$ cat src/rtl/pdm_cic_decimator.sv
// pdm_cic_decimator
// Turns one microphone's 1-bit PDM stream into signed PCM with a 3rd-order
// CIC filter. Three integrators run on every PDM strobe; a short comb FSM
// runs once per decimation frame and produces a one-cycle pcm_valid pulse.
// Datapath arithmetic is modulo 2^OUT_W on purpose: integrator wrap cancels
// in the combs as long as 3*log2(DECIM)+1 == OUT_W.
module pdm_cic_decimator #(
    parameter int DECIM = 64,
    parameter int OUT_W = 19
) (
    input  logic                    clk,
    input  logic                    rst,
    input  logic                    pdm_en,
    input  logic                    pdm_in,
    output logic signed [OUT_W-1:0] pcm_data,
    output logic                    pcm_valid
);

    localparam int CNT_W = (DECIM > 1) ? $clog2(DECIM) : 1;
    localparam logic [CNT_W-1:0] CNT_LAST = CNT_W'(DECIM - 1);
    localparam logic [OUT_W-1:0] DC_OFFSET = OUT_W'(1) << (OUT_W - 2);

    typedef enum logic [2:0] {
        IDLE,
        CAP,
        C1,
        C2,
        C3
    } comb_state_t;

    comb_state_t state_q;
    comb_state_t state_d;

    logic [CNT_W-1:0] cnt;
    logic [OUT_W-1:0] i1;
    logic [OUT_W-1:0] i2;
    logic [OUT_W-1:0] i3;
    logic [OUT_W-1:0] samp;
    logic [OUT_W-1:0] d1;
    logic [OUT_W-1:0] d2;
    logic [OUT_W-1:0] d3;
    logic [OUT_W-1:0] c1;
    logic [OUT_W-1:0] c2;
    logic [OUT_W-1:0] comb3;
    logic [OUT_W-1:0] pdm_ext;
    logic             decim_evt;

    // A PDM '1' adds +1 to the first integrator, a '0' adds nothing.
    assign pdm_ext   = {{(OUT_W-1){1'b0}}, pdm_in};

    // The strobe that completes a frame of DECIM samples starts the comb.
    assign decim_evt = pdm_en && (cnt == CNT_LAST);

    // The third comb stage output is only needed on the C3 edge, so it is
    // formed combinationally instead of being stored.
    assign comb3     = c2 - d3;

    // Integrator chain and frame counter advance only on PDM strobes; each
    // stage adds the pre-edge value of the stage in front of it.
    always_ff @(posedge clk) begin
        if (rst) begin
            i1  <= '0;
            i2  <= '0;
            i3  <= '0;
            cnt <= '0;
        end else if (pdm_en) begin
            i1  <= i1 + pdm_ext;
            i2  <= i2 + i1;
            i3  <= i3 + i2;
            cnt <= (cnt == CNT_LAST) ? '0 : cnt + CNT_W'(1);
        end
    end

    // Comb sequencer state register.
    always_ff @(posedge clk) begin
        if (rst) begin
            state_q <= IDLE;
        end else begin
            state_q <= state_d;
        end
    end

    // Comb sequencer next state: one pass IDLE->CAP->C1->C2->C3 per frame.
    always_comb begin
        state_d = state_q;
        case (state_q)
            IDLE:    if (decim_evt) state_d = CAP;
            CAP:     state_d = C1;
            C1:      state_d = C2;
            C2:      state_d = C3;
            C3:      state_d = IDLE;
            default: state_d = IDLE;
        endcase
    end

    // Comb datapath: capture, three differencing stages, DC removal and the
    // output pulse; pcm_data holds between frames.
    always_ff @(posedge clk) begin
        if (rst) begin
            samp      <= '0;
            d1        <= '0;
            d2        <= '0;
            d3        <= '0;
            c1        <= '0;
            c2        <= '0;
            pcm_data  <= '0;
            pcm_valid <= 1'b0;
        end else begin
            pcm_valid <= 1'b0;
            case (state_q)
                CAP: begin
                    samp <= i3;
                end
                C1: begin
                    c1 <= samp - d1;
                    d1 <= samp;
                end
                C2: begin
                    c2 <= c1 - d2;
                    d2 <= c1;
                end
                C3: begin
                    d3        <= c2;
                    pcm_data  <= $signed(comb3 - DC_OFFSET);
                    pcm_valid <= 1'b1;
                end
                default: begin
                end
            endcase
        end
    end

endmodule

$ cat config.mk
export PLATFORM = sky130hd
export DESIGN_NAME = pdm_cic_decimator
export DESIGN_NICKNAME = d
export VERILOG_FILES = /design/src/rtl/pdm_cic_decimator.sv
export SDC_FILE = /design/constraint.sdc
export NUM_CORES = 1
export LEC_CHECK = 0
export CAP_MARGIN = 10
export CORE_UTILIZATION = 45
export DETAILED_ROUTE_END_ITERATION = 10
export GPL_ROUTABILITY_DRIVEN = 1
export PLACE_DENSITY = 0.66
export SYNTH_ARGS = -nofsm -noshare
export SYNTH_HDL_FRONTEND = slang
export SYNTH_SLANG_ARGS = --single-unit
$ cat constraint.sdc
create_clock -name clk -period 3.7 [get_ports clk]
set_clock_uncertainty 0.15 [all_clocks]
set_input_delay 0.74 -clock clk [delete_from_list [all_inputs] [get_ports clk]]
set_output_delay 0.74 -clock clk [all_outputs]
set_load 0.02 [all_outputs]
==> run_1/detail.png <==
Region (113, 113) to (133, 133) µm. Cells in gray, sequential cells in the stronger gray; small squares are vias.
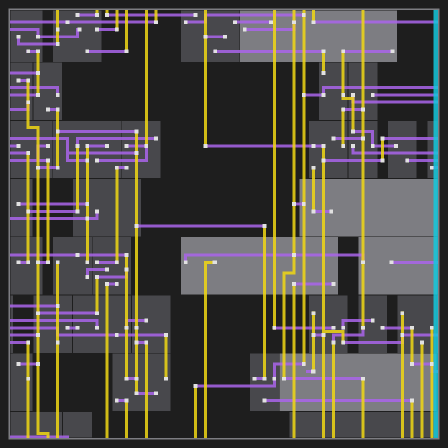
Key: cyan = metal 4; purple = metal 1; yellow = metal 2
Sequential cells in the window: 5. Netlist names of flops here include c2 (3), d3 (2). 31 logic cells have their middle in the window. Most frequent: a21oi_1 (5), dfxtp_1 (5), nand2_1 (4).

==> run_1/power_grid.png <==
Scale: 2 px per µm. Pins as bars on the die edge.
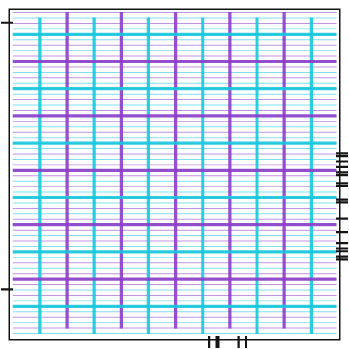
Key: purple = VDD; cyan = VSS
60 met1 rails follow the rows. 11 straps on met4. The core has 59 rows.
DIE WIDTH: 164 µm
VDD IR max: 0.239 mV

==> run_1/congestion.png <==
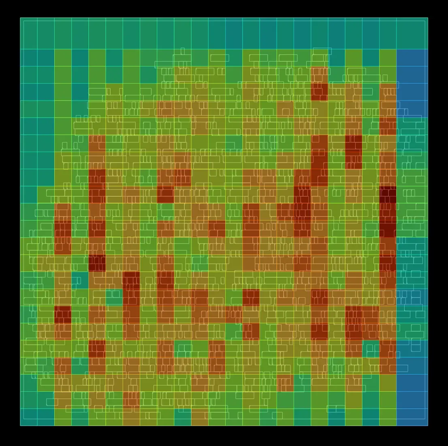
Core Util, Final: 50.1%
met1 Use GR: 24.8%

==> flow_metrics.env, run 1 <==
# source this file to load flow results
export IMPL_status="complete, no violations"
export IMPL_grt_max_degree=87
export IMPL_drive_gt1_share_pct=5.38
export IMPL_clock_sinks=200
export IMPL_antenna_found_initial=0
export IMPL_rows=59
export IMPL_synth_seq_cells=200
export IMPL_synth_edff_count=0
export IMPL_register_area_um2=4000
export IMPL_synth_top_area_share_pct=33.7
export IMPL_wirelength_um=25600
export IMPL_worstMarginPinSlew_ns=1.11
export IMPL_grt_pass1_wl_um=44000
export IMPL_holdBufCountCts=0
export IMPL_wl_per_cell_um=14.1
export IMPL_async_flop_share_pct=0
export IMPL_first_pass_iters=5
export IMPL_cap_viol_max_count=0
export IMPL_place_congestion=0.890
export IMPL_log_warning_count=26
export IMPL_setup_tns_ns=0
export IMPL_root_buffer="clkbuf_16"
export IMPL_cts_tree="yes"
export IMPL_diodes=0
export IMPL_simple_gate_area_share_pct=20.1
export IMPL_cp_slowest_stage_delay_ns=0.40
export IMPL_fin_nets=1597
export IMPL_worstPathCellList="inv_1, ha_1, ha_1, inv_1, fa_1, nand2b_1, a211oi_2, nor2_1, o221ai_2, a221oi_2, or4_1, nand3_1"
export IMPL_critPathArrivalTime_ns=3.14
export IMPL_synth_cell_types=81
export IMPL_cp_slowest_cell="or4_1"
export IMPL_clk_insertion_delay_late_ns=0.44
==> run 1: per-stage QoR <==
step | power (µW) | instances | hold slack (ns) | setup slack, ns | area (µm²)
after floorplan | 2320 | 1487 | 0.282 | 1.04 | 11900
after global placement | 2350 | 1794 | 0.286 | 0.851 | 12400
after detailed placement | 2350 | 1794 | 0.292 | 0.787 | 12400
after CTS | 4370 | 1822 | 0.302 | 0.773 | 13000
after global routing | 4470 | 1822 | 0.315 | 0.596 | 13000
final | 4330 | 1822 | 0.300 | 0.780 | 13000
==> run 1: final timing paths <==
kind                                  start           end  slack [ns]  cells past startpoint
worst max-delay path                  d3[1]  pcm_data[17]        0.78                     12
worst min-delay path            pcm_data[8]   pcm_data[8]        0.30                      2
worst max register to register        d3[1]  pcm_data[17]        0.78                     12
worst min register to register  pcm_data[8]   pcm_data[8]        0.30                      2
==> run 1: cells by family after synthesis <==
family,count (synthesis)
xor gates and xnor gates,78
muxes,20
AOI/OAI and AO/OA,396
adders and majority gates,115
buffers and inverters,147
DFF,200
and+or+nand+nor,531
==> run 1: synth_stat cells, drive strengths merged (4+ instances only) <==
cell type,instances
a2111oi,5
a211oi,32
a21o,32
a21oi,182
a221oi,4
a22o,6
a311o,4
a31o,4
a31oi,11
and2,5
and3,21
and4,8
buf,10
clkbuf,56
dfxtp,200
fa,5
ha,110
inv,81
mux2i,18
nand2,261
nand2b,12
nand3,27
nand4,15
nor2,115
nor2b,12
nor3,16
nor4,5
o211ai,13
o21a,16
o21ai,50
o21bai,4
o31ai,8
or3,13
or4,5
xnor2,43
xor2,35
==> run 1: critical path: cells and delay by family, from the launching register on <==
kind | cells | cell delay (ns)
and+or+nand+nor | 4 | 0.84
buffers and inverters | 2 | 0.11
adders and majority gates | 3 | 0.83
DFF | 1 | 0.33
AOI/OAI and AO/OA | 3 | 0.60
==> run 1: power by group <==
| group | switching (µW) | total (µW) | leakage (µW) | internal, µW |
|---|---|---|---|---|
| logic | 86.6 | 125 | 0.00322 | 38.8 |
| registers | 12.8 | 2180 | 0.00161 | 2160 |
| clock network | 832 | 2030 | 0.000302 | 1200 |
| total | 931 | 4330 | 0.00513 | 3400 |
==> run 1: registers in the layout, indices dropped and copies added, names as in the netlist <==
name / flops
c1: 19
c2: 19
d1: 19
d2: 19
d3: 19
i1: 19
i2: 19
i3: 19
pcm_data: 19
samp: 19
cnt: 6
state_q: 3
pcm_valid: 1
==> run 1: routing by layer <==
| layer | part of all wire (%) | vias to the layer above | wire length (µm) |
|---|---|---|---|
| met5 | 0 | - | 0 |
| met4 | 1.7 | 0 | 428 |
| met3 | 2.2 | 30 | 575 |
| met2 | 49 | 125 | 12500 |
| met1 | 47 | 4592 | 12100 |
| li1 | - | 5193 | - |
==> run 1: cell type report <==
cell class,count,share of cell area [%]
Clock buffer,18,3.30
Clock inverter,10,1.52
Inverter,81,2.34
Multi-Input combinational cell,1140,56.2
Sequential cell,200,30.8
Tap cell,335,3.22
Timing Repair Buffer,38,2.61
==> run_1/clk_routes.png <==
Scale: 3 px per µm.
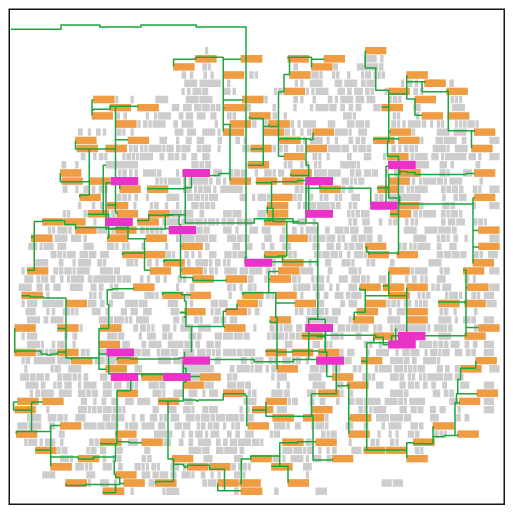

==> run 1 -> run 2 <==
- PLACE_DENSITY: 0.66 -> 0.68
- clock period: 3.7 -> 2.43 ns (I/O delays scaled with it)
==> run_2/clk_routes.png <==
Scale: 3 px per µm.
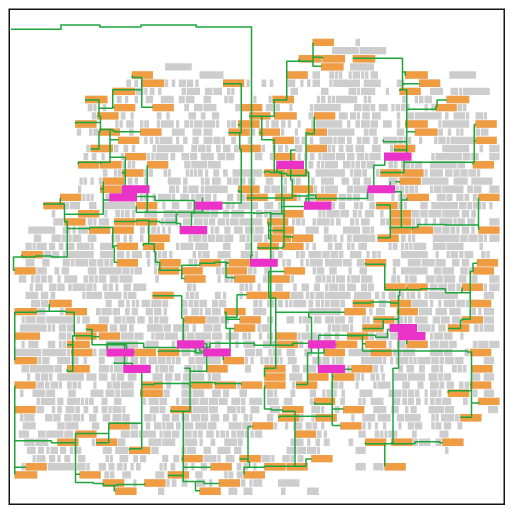
Key: green = clock wires [length 2430 µm]; orange = flip-flops [count 200]; magenta = clock drivers [count 17]
Position of the flops: all over the die.
clk ins delay skew pair: 0.43 ns
Clock power frac: 46.1%
Clk. pwr: 3030 µW

==> run 2 against run 1 <==
- the flow now finishes with violations (setup timing)
- first-iteration DRC count rose by 22%
- sequential power rose by 52%
- total power rose by 52%
- hold slack got worse by 0.14 ns
- critical path depth did not move
- critical path type unchanged
- die size did not move
- global-route usage rose by 1.3 points
==> flow_metrics.env, run 2 <==
# source this file to load flow results
export IMPL_setup_viol=13
export IMPL_log_warning_count=29
export IMPL_fin_nets=1720
export IMPL_common_cells="nand2_1 (261), dfxtp_1 (200), a21oi_1 (179)"
export IMPL_synth_edff_count=0
export IMPL_layout_top_cells="nand2_1 (260), dfxtp_1 (178), a21oi_1 (155)"
export IMPL_ir_drop_mv=0.405
export IMPL_cap_viol_max_count=0
export IMPL_wl_per_cell_um=14.6
export IMPL_power_total_uw=6580
export IMPL_synth_cell_types=81
export IMPL_first_pass_iters=5
export IMPL_status="finished, violations left"
export IMPL_drive_gt1_share_pct=21.2
export IMPL_rows=59
export IMPL_yosys_cell_count_top_type="nand2_1"
export IMPL_crit_family="simple AND/OR/NAND/NOR gates"
export IMPL_clock_sinks=200
export IMPL_wirelength_um=28400
export IMPL_worstPathCellList="inv_2, ha_4, ha_4, inv_2, fa_2, nand2b_4, a211oi_4, nor2_4, o221ai_2, a221oi_2, or4_1, nand3_1"
export IMPL_layout_cells_most_common="nand2_1"
export IMPL_fin_util_pct=57.1
export IMPL_cp_slowest_cell="or4_1"
export IMPL_yosysCellCount=1487
export IMPL_worstMarginPinSlew_ns=0.667
export IMPL_cp_slowest_stage_delay_ns=0.40
export IMPL_cts_tree="yes"
export IMPL_criticalPathCategory="reg -> reg"
export IMPL_root_buffer="clkbuf_16"
export IMPL_fin_ws_ns=-0.246
export IMPL_drt_iter0_drc=667
export IMPL_grt_max_degree=61
export IMPL_synth_seq_cells=200
export IMPL_violations="setup timing"
export IMPL_register_area_um2=4030
export IMPL_holdBufCountCts=0
export IMPL_fin_hold_ws_ns=0.165
export IMPL_crit_buf_inv=2
export IMPL_die_x_um=164
export IMPL_async_flop_share_pct=0
export IMPL_diodes=0
export IMPL_antenna_found_initial=0
==> run_2/detail.png <==
Region (113, 113) to (133, 133) µm. Cells in gray, sequential cells in the stronger gray; small squares are vias.
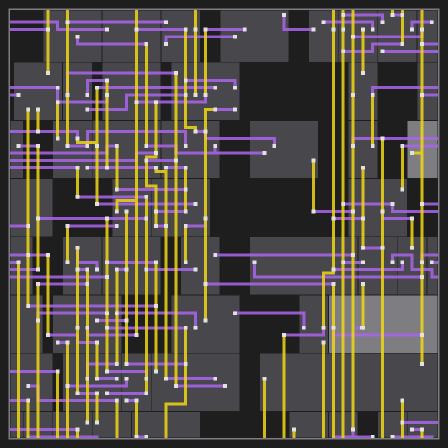

run 2: cell count changes in the layout (fill, tap and decap cells not counted), moves of 15 or more:
cell	delta
a21oi_2	+20
o21ai_0	-15
ha_4	+27
buf_4	+115
dfxtp_1	-22
ha_1	-28
a21oi_1	-24
dfxtp_2	+21
run 2: per-stage QoR:
step	cell area [µm²]	cells	setup slack (ns)	TNS, ns
after floorplan	11900	1487	-0.152	-0.186
after global placement	13200	1899	-0.312	-2.41
after detailed placement	13200	1899	-0.340	-3.45
after CTS	14100	1932	-0.233	-0.817
after global routing	14800	1947	-0.340	-3.07
final	14800	1947	-0.246	-0.967
run 2: cell type report:
type                       instances  area share, %
multi-input combinational       1140           54.8
sequential                       200           27.2
timing repair buffer             161           8.89
clock buffer                      20           3.08
tap                              335           2.83
inverter                          81           2.05
clock inverter                    10           1.12
run 2: kinds of logic (layout without fill, tap and decap cells):
group,after synthesis,count (layout),share of synthesized area (%)
muxes,20,20,1.71
DFF,200,200,33.7
xor gates and xnor gates,78,78,5.75
adders and majority gates,115,115,12.4
buffers and inverters,147,272,4.76
AOI/OAI and AO/OA,396,396,21.5
and+or+nand+nor,531,531,20.1
run 2: power by group:
part           leakage, µW  switching (µW)  internal [µW]
Combinational      0.00399             149           87.1
Sequential         0.00162            18.1           3290
Clock             0.000299            1260           1780
Total              0.00591            1430           5160
run 2: worst paths after layout:
check / cells past startpoint / slack [ns] / end / from
worst max register to register: 12 / -0.25 / pcm_data[17] / d3[1]
worst min register to register: 2 / 0.30 / pcm_data[3] / pcm_data[3]
worst min-delay path: 2 / 0.16 / pcm_data[13] / rst
worst max-delay path: 12 / -0.25 / pcm_data[17] / d3[1]
run 2: timing repair:
item | in CTS | in global routing
gates resized | 54 | 127
pin swaps | 33 | 60
setup buffers | 3 | 17
setup endpoints to repair | 25 | 47
endpoints found under the hold margin | 0 | 0
run 2: routing by layer:
metal  routed length, µm  GRT usage [%]  vias to the layer above
met3                 726           3.29                       44
met2               14200           38.4                      159
met4                 548           6.05                        0
met1               12900           25.4                     4987
met5                   0              0                        -
li1                    -              -                     5442
Power and IR drop assume default switching activity.
